Fig. 1: where the registers sit
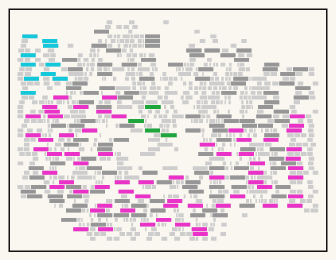
Fig. 2: cell outlines without signal wires
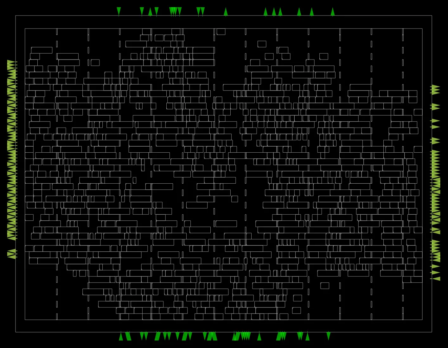
Fig. 3: met1 routing
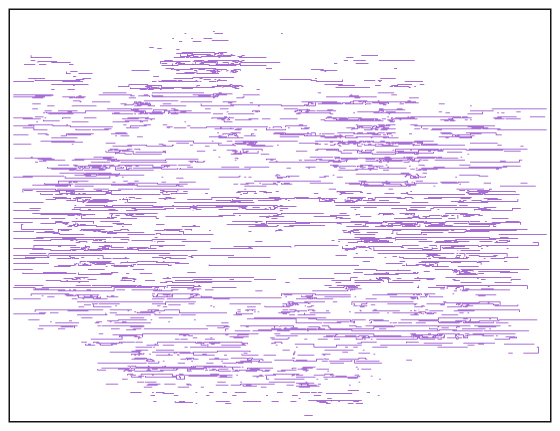
File: config.mk
export PLATFORM = sky130hd
export DESIGN_NAME = data_pack
export DESIGN_NICKNAME = d
export VERILOG_FILES = /design/src/rtl/data_pack_pkg.sv /design/src/rtl/shift_reg.sv /design/src/rtl/data_pack.sv
export SDC_FILE = /design/constraint.sdc
export NUM_CORES = 1
export LEC_CHECK = 0
export CORE_ASPECT_RATIO = 0.75
export CORE_MARGIN = 4
export CORE_UTILIZATION = 35
export DETAILED_ROUTE_END_ITERATION = 7
export SLEW_MARGIN = 20
export SYNTH_ARGS = -nofsm -noshare
export SYNTH_HDL_FRONTEND = slang
export SYNTH_SLANG_ARGS = --single-unit
File: constraint.sdc
create_clock -name in_pclk -period 1.9 [get_ports in_pclk]
set_input_delay 0.285 -clock in_pclk [delete_from_list [all_inputs] [get_ports in_pclk]]
set_output_delay 0.285 -clock in_pclk [all_outputs]
set_load 0.02 [all_outputs]
File: src/rtl/data_pack_pkg.sv
// data_pack_pkg: shared definitions for the pixel-to-word packer.
//   - FSM state encoding (IDLE / ACTIVE / FLUSH, 2 bits)
//   - pack_div_f(): pixels per packed word
//   - pack_cfg_ok(): legality of a PIXEL_BIT / PACK_BIT pairing, checked at elaboration
package data_pack_pkg;

   localparam logic [1:0] ST_IDLE   = 2'd0;
   localparam logic [1:0] ST_ACTIVE = 2'd1;
   localparam logic [1:0] ST_FLUSH  = 2'd2;

   function automatic int unsigned pack_div_f(input int unsigned pixel_bit,
                                              input int unsigned pack_bit);
      if (pixel_bit == 0) return 0;
      return pack_bit / pixel_bit;
   endfunction

   // Word must hold a whole number of pixels and the lane counter is 4 bits wide.
   function automatic bit pack_cfg_ok(input int unsigned pixel_bit,
                                      input int unsigned pack_bit);
      int unsigned div;
      if (pixel_bit == 0) return 1'b0;
      div = pack_bit / pixel_bit;
      return ((pack_bit % pixel_bit) == 0) && (div >= 2) && (div <= 16);
   endfunction

endpackage

File: src/rtl/shift_reg.sv
// shift_reg: TAPE-stage delay line of D_WIDTH-bit words with enable and
// active-high asynchronous clear.
//   i_clk  : clock
//   i_arst : asynchronous clear, active high
//   i_en   : shift enable
//   i_d    : input word
//   o_d    : input word delayed TAPE enabled cycles
module shift_reg #(
   parameter int unsigned D_WIDTH = 1,
   parameter int unsigned TAPE    = 1
) (
   input  logic               i_clk,
   input  logic               i_arst,
   input  logic               i_en,
   input  logic [D_WIDTH-1:0] i_d,
   output logic [D_WIDTH-1:0] o_d
);

   logic [D_WIDTH-1:0] stage_q [TAPE];
   logic [D_WIDTH-1:0] stage_d [TAPE];

   always_comb begin
      for (int i = 0; i < TAPE; i++) begin
         stage_d[i] = stage_q[i];
      end
      if (i_en) begin
         stage_d[0] = i_d;
         for (int i = 1; i < TAPE; i++) begin
            stage_d[i] = stage_q[i-1];
         end
      end
   end

   always_ff @(posedge i_clk or posedge i_arst) begin
      if (i_arst) begin
         for (int i = 0; i < TAPE; i++) begin
            stage_q[i] <= '0;
         end
      end else begin
         for (int i = 0; i < TAPE; i++) begin
            stage_q[i] <= stage_d[i];
         end
      end
   end

   assign o_d = stage_q[TAPE-1];

endmodule

File: src/rtl/data_pack.sv
// data_pack: packs PACK_DIV = PACK_BIT/PIXEL_BIT pixels into one PACK_BIT word.
// The first pixel of a word lands in the LSBs; a partial last word of a line is
// zero-padded and flushed one cycle after in_de falls.
//   in_pclk, in_rstn   : clock, asynchronous active-low reset
//   in_x / in_y        : pixel coordinates (in_x only checked against arrival order)
//   in_valid / in_de   : pixel qualifier / data enable; accept = in_valid && in_de
//   in_hs / in_vs      : syncs, passed through with a 2-cycle delay
//   in_data            : pixel
//   out_valid/out_data : 1-cycle pulse with a packed word, out_x = word index in line
//   out_y              : in_y of the first pixel of the line
//   out_de/hs/vs       : inputs delayed 2 cycles
//   out_x_total        : last word index of the most recently completed line
//   out_err            : pulse when in_x differs from the expected pixel index
module data_pack
   import data_pack_pkg::*;
#(
   parameter int unsigned PIXEL_BIT  = 32,
   parameter int unsigned PACK_BIT   = 64,
   parameter int unsigned FIFO_WIDTH = 10
) (
   input  logic                  in_pclk,
   input  logic                  in_rstn,
   input  logic [FIFO_WIDTH-1:0] in_x,
   input  logic [FIFO_WIDTH-1:0] in_y,
   input  logic                  in_valid,
   input  logic                  in_de,
   input  logic                  in_hs,
   input  logic                  in_vs,
   input  logic [PIXEL_BIT-1:0]  in_data,
   output logic [FIFO_WIDTH-1:0] out_x,
   output logic [FIFO_WIDTH-1:0] out_y,
   output logic                  out_valid,
   output logic                  out_de,
   output logic                  out_hs,
   output logic                  out_vs,
   output logic [PACK_BIT-1:0]   out_data,
   output logic [FIFO_WIDTH-1:0] out_x_total,
   output logic                  out_err
);

   localparam int unsigned           PACK_DIV  = pack_div_f(PIXEL_BIT, PACK_BIT);
   localparam logic [3:0]            LAST_LANE = 4'(PACK_DIV - 1);
   localparam logic [FIFO_WIDTH-1:0] XY_ONE    = FIFO_WIDTH'(1);

   if (!pack_cfg_ok(PIXEL_BIT, PACK_BIT)) begin : g_cfg_bad
      $error("data_pack: PACK_BIT must be PIXEL_BIT times 2..16");
   end

   logic [1:0]            state_q, state_d;
   logic                  de_prev_q, de_prev_d;
   logic [3:0]            pcnt_q, pcnt_d;
   logic [FIFO_WIDTH-1:0] word_cnt_q, word_cnt_d;
   logic [FIFO_WIDTH-1:0] pix_cnt_q, pix_cnt_d;
   logic                  got_pix_q, got_pix_d;
   logic [PACK_BIT-1:0]   acc_q, acc_d;
   logic [PACK_BIT-1:0]   acc_wr;
   logic                  out_valid_q, out_valid_d;
   logic [PACK_BIT-1:0]   out_data_q, out_data_d;
   logic [FIFO_WIDTH-1:0] out_x_q, out_x_d;
   logic [FIFO_WIDTH-1:0] out_y_q, out_y_d;
   logic [FIFO_WIDTH-1:0] out_x_total_q, out_x_total_d;
   logic                  out_err_q, out_err_d;

   logic de_rise, de_fall, accept;

   assign de_rise = in_de && !de_prev_q;
   assign de_fall = !in_de && de_prev_q;
   // In IDLE only the rising edge opens a line; FLUSH may already take the
   // first pixel of the next line.
   assign accept  = in_valid && in_de && ((state_q != ST_IDLE) || de_rise);

   always_comb begin
      state_d       = state_q;
      de_prev_d     = in_de;
      pcnt_d        = pcnt_q;
      word_cnt_d    = word_cnt_q;
      pix_cnt_d     = pix_cnt_q;
      got_pix_d     = got_pix_q;
      acc_d         = acc_q;
      out_valid_d   = 1'b0;
      out_data_d    = out_data_q;
      out_x_d       = out_x_q;
      out_y_d       = out_y_q;
      out_x_total_d = out_x_total_q;
      out_err_d     = 1'b0;

      acc_wr = acc_q;
      for (int unsigned i = 0; i < PACK_DIV; i++) begin
         if (pcnt_q == 4'(i)) begin
            acc_wr[i*PIXEL_BIT +: PIXEL_BIT] = in_data;
         end
      end

      if (accept) begin
         out_err_d = (in_x != pix_cnt_q);
         // Resync to the reported index so one skipped pixel yields one error.
         pix_cnt_d = in_x + XY_ONE;
         if (!got_pix_q) begin
            out_y_d   = in_y;
            got_pix_d = 1'b1;
         end
         if (pcnt_q == LAST_LANE) begin
            out_valid_d = 1'b1;
            out_data_d  = acc_wr;
            out_x_d     = word_cnt_q;
            word_cnt_d  = word_cnt_q + XY_ONE;
            pcnt_d      = '0;
            acc_d       = '0;
         end else begin
            pcnt_d = pcnt_q + 4'd1;
            acc_d  = acc_wr;
         end
      end

      case (state_q)
         ST_IDLE: begin
            if (de_rise) state_d = ST_ACTIVE;
         end
         ST_ACTIVE: begin
            if (de_fall) begin
               if (pcnt_q != 4'd0) begin
                  // Partial word: emit now, FLUSH is the cycle it is presented.
                  state_d       = ST_FLUSH;
                  out_valid_d   = 1'b1;
                  out_data_d    = acc_q;
                  out_x_d       = word_cnt_q;
                  out_x_total_d = word_cnt_q;
               end else begin
                  state_d = ST_IDLE;
                  if (word_cnt_q != '0) out_x_total_d = word_cnt_q - XY_ONE;
               end
               pcnt_d     = '0;
               word_cnt_d = '0;
               pix_cnt_d  = '0;
               got_pix_d  = 1'b0;
               acc_d      = '0;
            end
         end
         ST_FLUSH: begin
            state_d = in_de ? ST_ACTIVE : ST_IDLE;
         end
         default: state_d = ST_IDLE;
      endcase
   end

   always_ff @(posedge in_pclk or negedge in_rstn) begin
      if (!in_rstn) begin
         state_q       <= ST_IDLE;
         de_prev_q     <= 1'b0;
         pcnt_q        <= '0;
         word_cnt_q    <= '0;
         pix_cnt_q     <= '0;
         got_pix_q     <= 1'b0;
         acc_q         <= '0;
         out_valid_q   <= 1'b0;
         out_data_q    <= '0;
         out_x_q       <= '0;
         out_y_q       <= '0;
         out_x_total_q <= '0;
         out_err_q     <= 1'b0;
      end else begin
         state_q       <= state_d;
         de_prev_q     <= de_prev_d;
         pcnt_q        <= pcnt_d;
         word_cnt_q    <= word_cnt_d;
         pix_cnt_q     <= pix_cnt_d;
         got_pix_q     <= got_pix_d;
         acc_q         <= acc_d;
         out_valid_q   <= out_valid_d;
         out_data_q    <= out_data_d;
         out_x_q       <= out_x_d;
         out_y_q       <= out_y_d;
         out_x_total_q <= out_x_total_d;
         out_err_q     <= out_err_d;
      end
   end

   logic       sync_arst;
   logic [2:0] sync_dly;

   assign sync_arst = ~in_rstn;

   shift_reg #(
      .D_WIDTH (3),
      .TAPE    (2)
   ) u_sync_dly (
      .i_clk  (in_pclk),
      .i_arst (sync_arst),
      .i_en   (1'b1),
      .i_d    ({in_vs, in_hs, in_de}),
      .o_d    (sync_dly)
   );

   assign out_de      = sync_dly[0];
   assign out_hs      = sync_dly[1];
   assign out_vs      = sync_dly[2];
   assign out_valid   = out_valid_q;
   assign out_data    = out_data_q;
   assign out_x       = out_x_q;
   assign out_y       = out_y_q;
   assign out_x_total = out_x_total_q;
   assign out_err     = out_err_q;

endmodule
==> impl_metrics.json <==
{
  "powerDensity_nw_per_um2": 1382,
  "ctsRootBufferMaster": "clkbuf_16",
  "p_seq_share_pct": 38.9,
  "finalHoldViolCount": 0,
  "p_comb_mw": 5.63,
  "clk-power_mw": 3.71,
  "finalPower_mw": 15.29,
  "clock_latency_ns": 0.44,
  "grt_pass1_vias": 6120,
  "min_path_type": "in -> reg",
  "clk_pin_slew_ns": 0.08,
  "io_pins": 157,
  "synth_nets": 762,
  "top_area_share_pct": 60.30,
  "ys_seq_share_pct": 60.30,
  "antenna_found_initial": 0,
  "nNetsFinal": 958,
  "yosysTopAreaCell": "dfrtp_1",
  "rsz0062_at_grt": "true",
  "maxPowerGroup": "sequential cells",
  "status": "finished, final reports clean",
  "htreeDepth": 4,
  "p_leak_nw": 5.157,
  "post-route-period-util_pct": 98.39,
  "final-setup-viol-count": 0,
  "synthCells": 701,
  "dr.pass1.iters": 5,
  "relSlewSlack_pct": 70.05,
  "critical_path_class": "reg -> reg",
  "layout-drive-gt1-share_pct": 16.70,
  "vias": 6097,
  "swShare_pct": 34.08,
  "grt_pass1_wl_um": 33930,
  "log.warning_count": 28,
  "port_buffers": 156,
  "post-route-drc-count": 0,
  "fp.dieW_um": 182.7,
  "core_um2": 22290,
  "num_antenna_cells": 0,
  "ys_area_um2": 8009,
  "ys_async_sr_fraction_pct": 100.0,
  "cp_slowest_cell": "or4_4",
  "dpl.hpwl_um": 14020,
  "gp_congestion": 0.7810,
  "crit_arrival_ns": 2.24,
  "setup_slack_ns": 0.03058,
  "yosys_cells": 701,
  "reg2regPathDepth": 6,
  "cts_made_buffers": 17,
  "yosys_warnings": 0,
  "cts_tree": "done"
}
Back to the opening pictures, Fig. 1:
legend:
  cyan:
    name_in_the_netlist: out_y
    placed_flops: 10
    where: top left
  magenta:
    name_in_the_netlist: out_data
    placed_flops: 64
  green:
    name_in_the_netlist: pcnt_q
    placed_flops: 4
    where: middle

Back to the opening pictures, Fig. 2:
num sequential: 193
fin cells: 1204

Back to the opening pictures, Fig. 3:
share of all routed wire: 49%
longest straight run: 50.6 um
nets with wire on the layer: 846

cells by family (layout without fill, tap and decap cells):
kind of cell               count (synthesis)  count (layout)  share of synthesized area [%]
and+or+nand+nor                          227             227                          14.31
DFF                                      193             193                          60.30
AOI/OAI and AO/OA                        131             131                          9.655
muxes                                     62              62                          8.686
buffers and inverters                     56             265                          3.406
xor gates and xnor gates                  29              29                          3.171
adders and majority gates                  3               3                         0.4687
layout by cell type, fill, tap and decap left out, types with 2 or more instances in the layout:
master	n
clkinv_4	2
clkinvlp_4	4
and4_1	4
clkbuf_8	2
dfrtp_1	190
xor2_1	14
inv_1	7
and3_1	35
nor2_1	82
mux2_2	34
buf_6	3
or3_1	5
o21ai_0	8
a211oi_1	6
clkbuf_16	19
ha_1	3
xnor2_1	15
mux2_1	26
o31ai_1	3
nand4_1	10
nand3_1	9
buf_12	12
inv_8	2
inv_6	3
nor3_1	5
a21oi_1	78
a22oi_1	32
or4_1	3
bufinv_16	2
clkdlybuf4s50_1	155
dfrtp_2	3
nor3_4	2
nand2_1	52
nor4_1	5
nor3b_1	2
mux2i_1	2
and2_1	2
buf_4	52
worst paths after layout:
path / slack [ns] / from / endpoint
worst max-delay path: 0.03 / pcnt_q[0] / acc_q[7]
worst min-delay path: 0.28 / in_hs / u_sync_dly.stage_q[4]
worst max register to register: 0.03 / pcnt_q[0] / acc_q[7]
worst min register to register: 0.36 / u_sync_dly.stage_q[4] / u_sync_dly.o_d[1]
max in group asynchronous: 0.89 / in_rstn / acc_q[13]
min in group asynchronous: 0.37 / in_rstn / out_data[40]
cells in the mapped netlist, drive strengths merged, types with 2 or more instances:
cell,number
a31oi,2
nand4,11
and2,2
and4,4
buf,21
xnor2,15
mux2i,2
nand3,10
or3,5
nor3,7
clkbuf,28
xor2,14
nor2,83
nor4,6
or4,4
ha,3
a211oi,6
nand2,53
o31ai,3
and3,35
a22oi,32
a21oi,78
dfrtp,193
inv,7
nor3b,2
mux2,60
o21ai,8
final cells by class:
class / count / area, um2
fillers: 1963 / 11220
flip-flops and latches: 193 / 4833
multi-input cells: 452 / 2935
repair buffers: 226 / 2290
clock buffers: 18 / 439.2
well taps: 294 / 367.9
clock inverters: 14 / 172.7
inverters: 7 / 26.28
stage by stage:
step	instances	util (%)	area, um2	setup TNS (ns)
6_report	1204	49.64	11060	0
5_1_grt	1204	49.64	11060	-0.05860
3_5_place_dp	1164	46.30	10320	-8.541
4_1_cts	1197	49.09	10940	0
3_3_place_gp	1164	46.30	10320	-6.818
2_1_floorplan	701	-	8009	0
repair_timing:
| item | 4_1_cts | 5_1_grt |
|---|---|---|
| setup buffers | 0 | 5 |
| setup endpoints to repair | 0 | 86 |
| endpoints found under the hold margin | 47 | 0 |
| resized | 0 | 8 |
| hold buffers | 1 | 0 |
routing by layer:
layer	vias to the layer above	GRT usage [%]	routed length [um]
met5	-	0	0
met4	0	3.514	153
met3	15	5.244	1574
met2	215	23.21	8946
met1	3006	25.15	10430
li1	2861	-	-
critical path: cells and delay by family, from the launching register on:
kind	cells	cell delay, ns
AND/OR/NAND/NOR	3	0.90
flip-flops	1	0.47
buffers and inverters	2	0.33
AND-OR/OR-AND	1	0.10
